Run 1, placement view:
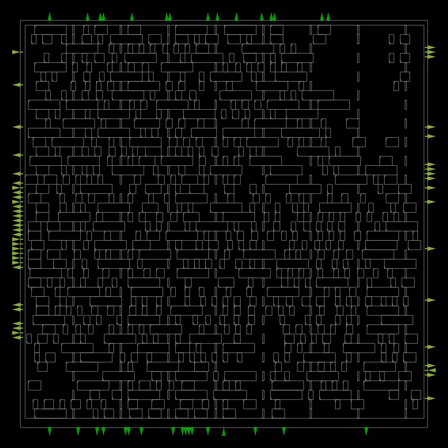
Run 1, pin map:
Scale: 4 px per um. Pins as bars across the die edge, other pins in grey.
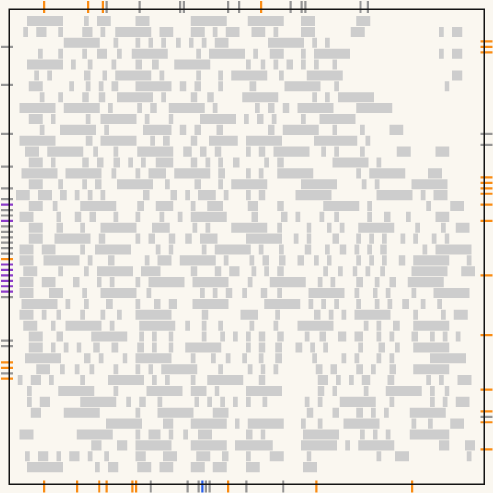
Run 1, drive-strength map:
Scale: 4 px per um.
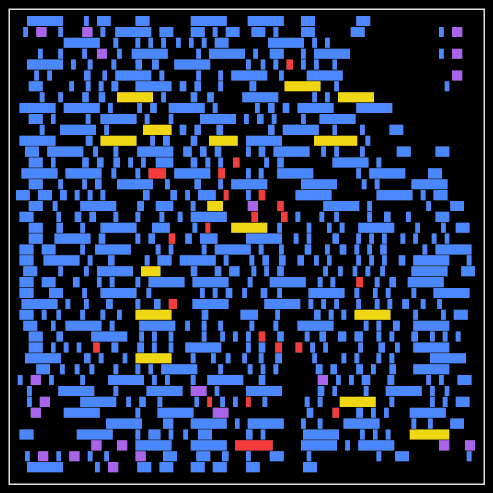
File: src/rtl/rx_pkg.sv
// Shared types and defaults for the interpreter byte receiver.
// Latency: n/a (declarations only).
// Backpressure: n/a (declarations only).
package rx_pkg;

    typedef enum logic [1:0] {
        IDLE = 2'd0,
        RECV = 2'd1,
        DONE = 2'd2
    } rx_state_e;

    localparam int DEFAULT_WORD_COUNT  = 256;
    localparam int DEFAULT_SYNC_STAGES = 2;

endpackage

File: src/rtl/sync_edge_detect.sv
// Synchronizes an asynchronous strobe into clk and emits a one-cycle rising-edge pulse.
// Latency: pulse appears STAGES clk edges after the input rises.
// Backpressure: none; every synchronized rising edge produces exactly one pulse.
module sync_edge_detect #(
    parameter int STAGES = 2
) (
    input  logic clk,
    input  logic reset,
    input  logic async_in,
    output logic rise_pulse
);

    logic [STAGES-1:0] sync_q;
    logic [STAGES-1:0] sync_d;
    logic              edge_q;
    logic              edge_d;

    always_comb begin
        sync_d = {sync_q[STAGES-2:0], async_in};
        edge_d = sync_q[STAGES-1];
    end

    always_ff @(posedge clk or negedge reset) begin
        if (!reset) begin
            sync_q <= '0;
            edge_q <= 1'b0;
        end else begin
            sync_q <= sync_d;
            edge_q <= edge_d;
        end
    end

    assign rise_pulse = sync_q[STAGES-1] & ~edge_q;

endmodule

File: src/rtl/interpreter_receiver.sv
// Assembles interpreter bytes (little-endian) into 32-bit words and writes them to RAM.
// Latency: wren one clk after the 4th byte of a word is sampled; DONE one clk after the last wren.
// Backpressure: none; ack_out toggles per accepted byte so the interpreter can pace itself.
module interpreter_receiver
    import rx_pkg::*;
#(
    parameter logic [31:0] BASE_ADDR   = 32'h0000_0000,
    parameter int          WORD_COUNT  = DEFAULT_WORD_COUNT,
    parameter int          SYNC_STAGES = DEFAULT_SYNC_STAGES
) (
    input  logic        clk,
    input  logic        reset,
    input  logic        startIO,
    input  logic        clk_in,
    input  logic [7:0]  DataIn,
    output logic [31:0] address,
    output logic [31:0] data,
    output logic        wren,
    output logic        ack_out,
    output logic        busy,
    output logic        done
);

    localparam logic [15:0] LAST_WORD = 16'(WORD_COUNT - 1);

    rx_state_e   state_q, state_d;
    logic        start_prev_q, start_prev_d;
    logic [1:0]  byte_idx_q, byte_idx_d;
    logic [15:0] word_idx_q, word_idx_d;
    logic [31:0] asm_q, asm_d;
    logic [31:0] data_q, data_d;
    logic [31:0] addr_q, addr_d;
    logic        wren_q, wren_d;
    logic        last_q, last_d;
    logic        ack_q, ack_d;
    logic        busy_q, busy_d;
    logic        done_q, done_d;
    logic        byte_valid;
    logic        start_rise;

    sync_edge_detect #(
        .STAGES(SYNC_STAGES)
    ) u_sync (
        .clk       (clk),
        .reset     (reset),
        .async_in  (clk_in),
        .rise_pulse(byte_valid)
    );

    assign start_rise = startIO & ~start_prev_q;

    always_comb begin
        state_d      = state_q;
        start_prev_d = startIO;
        byte_idx_d   = byte_idx_q;
        word_idx_d   = word_idx_q;
        asm_d        = asm_q;
        data_d       = data_q;
        addr_d       = addr_q;
        wren_d       = 1'b0;
        last_d       = last_q;
        ack_d        = ack_q;
        busy_d       = busy_q;
        done_d       = done_q;

        case (state_q)
            IDLE, DONE: begin
                if (start_rise) begin
                    state_d    = RECV;
                    byte_idx_d = 2'd0;
                    word_idx_d = 16'd0;
                    last_d     = 1'b0;
                    busy_d     = 1'b1;
                    done_d     = 1'b0;
                end
            end
            RECV: begin
                // Assembly keeps running during the wren cycle so back-to-back bytes are never dropped.
                if (byte_valid) begin
                    asm_d[{byte_idx_q, 3'b000} +: 8] = DataIn;
                    ack_d      = ~ack_q;
                    byte_idx_d = byte_idx_q + 2'd1;
                    if (byte_idx_q == 2'd3) begin
                        data_d     = {DataIn, asm_q[23:0]};
                        addr_d     = BASE_ADDR + {16'h0000, word_idx_q};
                        wren_d     = 1'b1;
                        word_idx_d = word_idx_q + 16'd1;
                        last_d     = (word_idx_q == LAST_WORD);
                    end
                end
                if (wren_q && last_q) begin
                    state_d = DONE;
                    last_d  = 1'b0;
                    busy_d  = 1'b0;
                    done_d  = 1'b1;
                end
            end
            default: state_d = IDLE;
        endcase
    end

    always_ff @(posedge clk or negedge reset) begin
        if (!reset) begin
            state_q      <= IDLE;
            // Treat startIO as already high so a level held across reset cannot start a session.
            start_prev_q <= 1'b1;
            byte_idx_q   <= 2'd0;
            word_idx_q   <= 16'd0;
            asm_q        <= 32'd0;
            data_q       <= 32'd0;
            addr_q       <= 32'd0;
            wren_q       <= 1'b0;
            last_q       <= 1'b0;
            ack_q        <= 1'b0;
            busy_q       <= 1'b0;
            done_q       <= 1'b0;
        end else begin
            state_q      <= state_d;
            start_prev_q <= start_prev_d;
            byte_idx_q   <= byte_idx_d;
            word_idx_q   <= word_idx_d;
            asm_q        <= asm_d;
            data_q       <= data_d;
            addr_q       <= addr_d;
            wren_q       <= wren_d;
            last_q       <= last_d;
            ack_q        <= ack_d;
            busy_q       <= busy_d;
            done_q       <= done_d;
        end
    end

    assign address = addr_q;
    assign data    = data_q;
    assign wren    = wren_q;
    assign ack_out = ack_q;
    assign busy    = busy_q;
    assign done    = done_q;

endmodule

File: config.mk
export PLATFORM = sky130hd
export DESIGN_NAME = interpreter_receiver
export DESIGN_NICKNAME = d
export VERILOG_FILES = /design/src/rtl/rx_pkg.sv /design/src/rtl/sync_edge_detect.sv /design/src/rtl/interpreter_receiver.sv
export SDC_FILE = /design/constraint.sdc
export NUM_CORES = 1
export LEC_CHECK = 0
export ABC_AREA = 1
export CAP_MARGIN = 0
export CELL_PAD_IN_SITES_DETAIL_PLACEMENT = 2
export CELL_PAD_IN_SITES_GLOBAL_PLACEMENT = 2
export CORE_MARGIN = 1
export CORE_UTILIZATION = 33
export DETAILED_ROUTE_END_ITERATION = 8
export GPL_TIMING_DRIVEN = 0
export PLACE_DENSITY = 0.84
export SYNTH_ARGS = -nofsm -noshare
export SYNTH_HDL_FRONTEND = slang
export SYNTH_SLANG_ARGS = --single-unit
File: constraint.sdc
create_clock -name clk -period 5.2 [get_ports clk]
set_input_delay 0.52 -clock clk [delete_from_list [all_inputs] [get_ports clk]]
set_output_delay 0.52 -clock clk [all_outputs]
set_load 0.05 [all_outputs]
==> results.cfg, run 1 <==
; synthesis and place-and-route metrics
[grt]
met1_usage_pct = 25.8
grt.met3_usage_pct = 3.28
grt_util_all_layers_pct = 20.6
met2_usage_pct = 35.7

[pwr]
p_switching_uw = 1350
p_leak_uw = 0.00297
combPwrFrac_pct = 40.3
intPower_uw = 1800
p_seq_share_pct = 37.8
p_seq_uw = 1190
powerComb_uw = 1270
ir_worst_vdd_mv = 0.357

[timing]
timing.slew.headroom_pct = 38.0
drv_slew = 0
min_period_ps = 2200
finalHoldViolCount = 0

[place]
post-dp-hpwl_um = 9510
placedCellCount = 785
placed_cell_area_mm2 = 0.00540
gp_congestion = 0.814
io_buffers = 63

[final_layout]
nFlopsAndLatches = 101
combGateArea_mm2 = 0.00165
register_area_mm2 = 0.00253
largest_cell_class = flip-flops and latches
signal_buffers = 100
clock_area_share_pct = 5.16
seq-cell-share_pct = 44.4
final_cell_mix = 202 x nand2_1, 100 x dfrtp_1, 62 x clkdlybuf4s50_1
layout_top_cell = nand2_1

[route]
wl_met3_um = 380
wl_per_cell_um = 16.6

[floorplanning]
taps = 176

[yosys]
yosysWarnings = 0
yosys_cells = 530
ys_types = 26
ys_seq_share_pct = 56.6
ys_sh_adder_pct = 1.68
synth.most_common_cell = nand2_1
edf_count = 0
topCellsByArea = dfrtp_1 56%, nand2_1 17%, nor2_1 4.4%

[status]
status = complete, no violations

[clock_network]
clock_path_buffers = 2
clkTransAtPathRegs_ps = 70
clk-insertion-delay-late_ps = 350
cts_setup_buffers = 0
cts_tree = yes
root_buffer = clkbuf_16

[setup_path]
path_class = reg2reg
## Picture notes: 'placement view'
Core Region: 0.0132 mm^2
post-route insts no fill: 801
Site Rows: 42
final core occ: 43.0%
fillers: 1519

## Picture notes: 'pin map'
[address] orange | pins: 32 | direction: output | edge: 15 right, 9 bottom, 4 top, 4 left
[busy] blue | pins: 1 | direction: output | edge: bottom
[DataIn] purple | pins: 8 | direction: input | edge: left
all pins by edge: 30 left, 18 right, 17 bottom, 15 top
Die Y: 118 um
Die W: 118 um

## Picture notes: 'drive-strength map'
[drive 1 or less] blue | cells: 568
[drive 2] red | cells: 21
[drive 3 to 4] purple | cells: 21
[drive 6 and up] yellow | cells: 15

==> run 1: per-stage QoR <==
step	TNS [ps]	worst slack, ps	hold WS, ps	util (%)
after detailed placement	0	3020	352	40.8
after global placement	-27700	-285	334	40.6
after CTS	0	2960	245	43.0
after global routing	0	2800	266	43.0
final	0	3000	226	43.0
after floorplan	0	3560	224	-
==> run 1: worst paths after layout <==
check / start / endpoint / slack, ps / cells past startpoint
max in group asynchronous: reset / data[18] / 4270 / 2
hold / removal: reset / address[8] / 230 / 1
setup reg to reg: byte_idx_q[0] / asm_q[14] / 3000 / 6
hold reg to reg: u_sync.sync_q[0] / u_sync.sync_q[1] / 360 / 0
setup / recovery: byte_idx_q[0] / asm_q[14] / 3000 / 6
min in group clk: u_sync.sync_q[0] / u_sync.sync_q[1] / 360 / 0
## Run 2: what changed since run 1
--- a/config.mk
+++ b/config.mk
@@ -10,10 +10,10 @@
 export CELL_PAD_IN_SITES_DETAIL_PLACEMENT = 2
 export CELL_PAD_IN_SITES_GLOBAL_PLACEMENT = 2
 export CORE_MARGIN = 1
-export CORE_UTILIZATION = 33
+export CORE_UTILIZATION = 28
 export DETAILED_ROUTE_END_ITERATION = 8
 export GPL_TIMING_DRIVEN = 0
-export PLACE_DENSITY = 0.84
+export PLACE_DENSITY = 0.76
 export SYNTH_ARGS = -nofsm -noshare
 export SYNTH_HDL_FRONTEND = slang
 export SYNTH_SLANG_ARGS = --single-unit
==> constraint.sdc (replaced) <==
create_clock -name clk -period 1.97 [get_ports clk]
set_input_delay 0.197 -clock clk [delete_from_list [all_inputs] [get_ports clk]]
set_output_delay 0.197 -clock clk [all_outputs]
set_load 0.05 [all_outputs]
Run 2, drive-strength map:
Scale: 4 px per um.
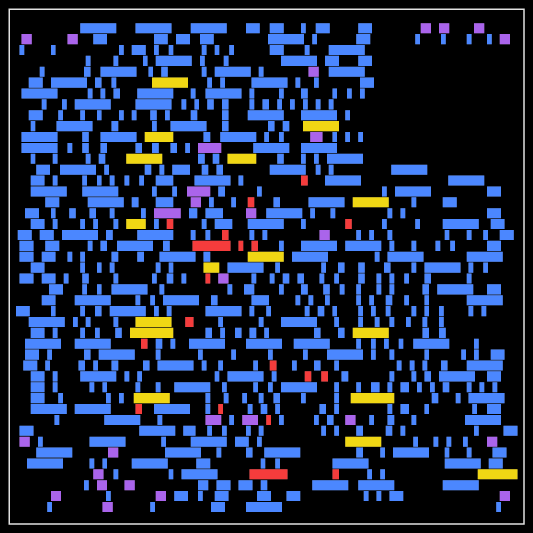
[drive 6 and up] yellow | cells: 16
[drive 2] red | cells: 19
[drive 1 or less] blue | cells: 563
[drive 3 to 4] purple | cells: 28
Post-Layout Inst Area: 0.00582 mm^2
Repair and plain buffers: 101
Setup WS post-layout: 147 ps
Syn-to-layout area delta: 30.2%

Run 2, placement view:
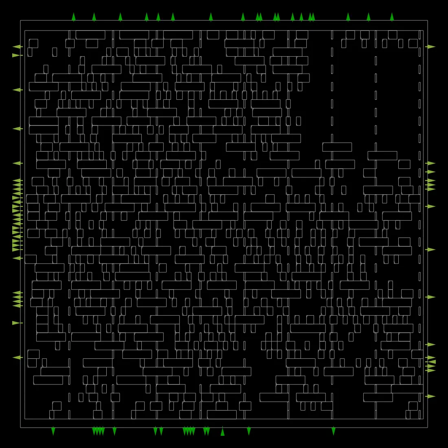
Core Region: 0.0154 mm^2
Flops: 101
Tap Count: 211
final core occ: 37.9%

Run 2, pin map:
Scale: 4 px per um. Pins as bars across the die edge, other pins in grey.
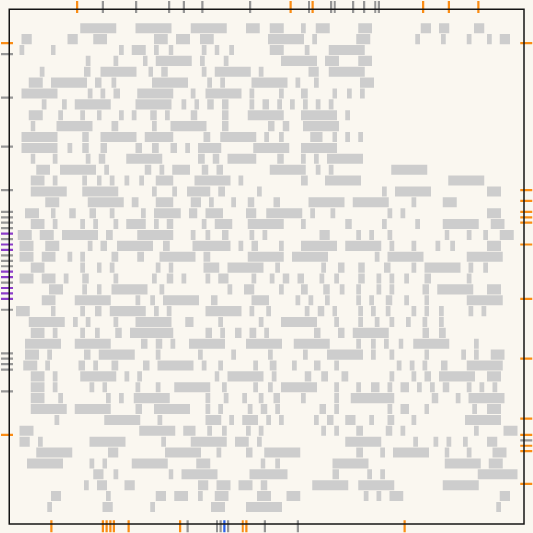
[busy] blue | pins: 1 | direction: output | edge: bottom
[DataIn] purple | pins: 8 | direction: input | edge: left
[address] orange | pins: 32 | direction: output | edge: 14 right, 10 bottom, 6 top, 2 left

==> results.cfg, run 2 <==
; synthesis and place-and-route metrics
[clock_network]
cts_setup_buffers = 0
clk-insertion-delay-late_ps = 360
clock_path_buffers = 2
root_buffer = clkbuf_16
clkTransAtPathRegs_ps = 70

[pwr]
ir_worst_vdd_mv = 0.788

[grt]
grt.met3_usage_pct = 2.30
met2_usage_pct = 29.6
grt_util_all_layers_pct = 17.3
met1_usage_pct = 22.1

[place]
gp_congestion = 0.782
placedCellCount = 820
place_ws_ps = -118
io_buffers = 63
placed_cell_area_mm2 = 0.00544
post-dp-hpwl_um = 9470

[yosys]
yosysWarnings = 0
edf_count = 0
yosys_cells = 530
topCellsByArea = dfrtp_1 56%, nand2_1 17%, nor2_1 4.4%
ys_seq_share_pct = 56.6
ys_types = 26

[timing]
drv_slew = 0
finalHoldViolCount = 0
setup_tns_ps = 0
min_period_ps = 1820
timing.slew.headroom_pct = 54.7
whs_ps = 283

[floorplanning]
fp.dieH_um = 128
chipWidth_um = 128

[setup_path]
worst_r2r_path_depth = 7
worstSetupPathDepth = 7
r2r_start = byte_idx_q[0]
startpoint = byte_idx_q[0]
worst-r2r-setup-slack_ps = 150
path_class = reg2reg

[final_layout]
layout_top_cell = nand2_1
register_area_mm2 = 0.00253
combGateArea_mm2 = 0.00168
instances_no_fill = 837
nFillCells = 1742
final_cell_mix = 202 x nand2_1, 99 x dfrtp_1, 62 x clkdlybuf4s50_1

[route]
wl_met3_um = 277
wl_per_cell_um = 15.6

[min_path]
hold_end = u_sync.sync_q[0]
hold_start = clk_in
worstHoldPathCells = 1

[status]
status = complete, no violations
==> run 2: cell counts after synthesis <==
Identical to the previous run, type by type.
==> run 2: final cells by class <==
cell class / instances / share of cell area [%]
well taps: 211 / 4.54
inverters: 32 / 2.06
flip-flops and latches: 101 / 43.5
repair buffers: 66 / 11.6
clock buffers: 10 / 4.11
multi-input cells: 376 / 28.9
clock inverters: 6 / 1.48
plain buffers: 35 / 3.83
==> run 2: cell families after synthesis <==
kind of cell               after synthesis  synth area share, %
DFF                                    101                 56.6
xor gates and xnor gates                 1                0.196
other                                    1               0.0839
AOI/OAI and AO/OA                       54                 6.19
buffers and inverters                   68                 7.64
and+or+nand+nor                        299                 27.6
adders and majority gates                6                 1.68
==> run 2: report_power, final <==
group	switching [uW]	internal [uW]
registers	427	2710
clock network	831	1150
logic	2350	1060
total	3600	4920
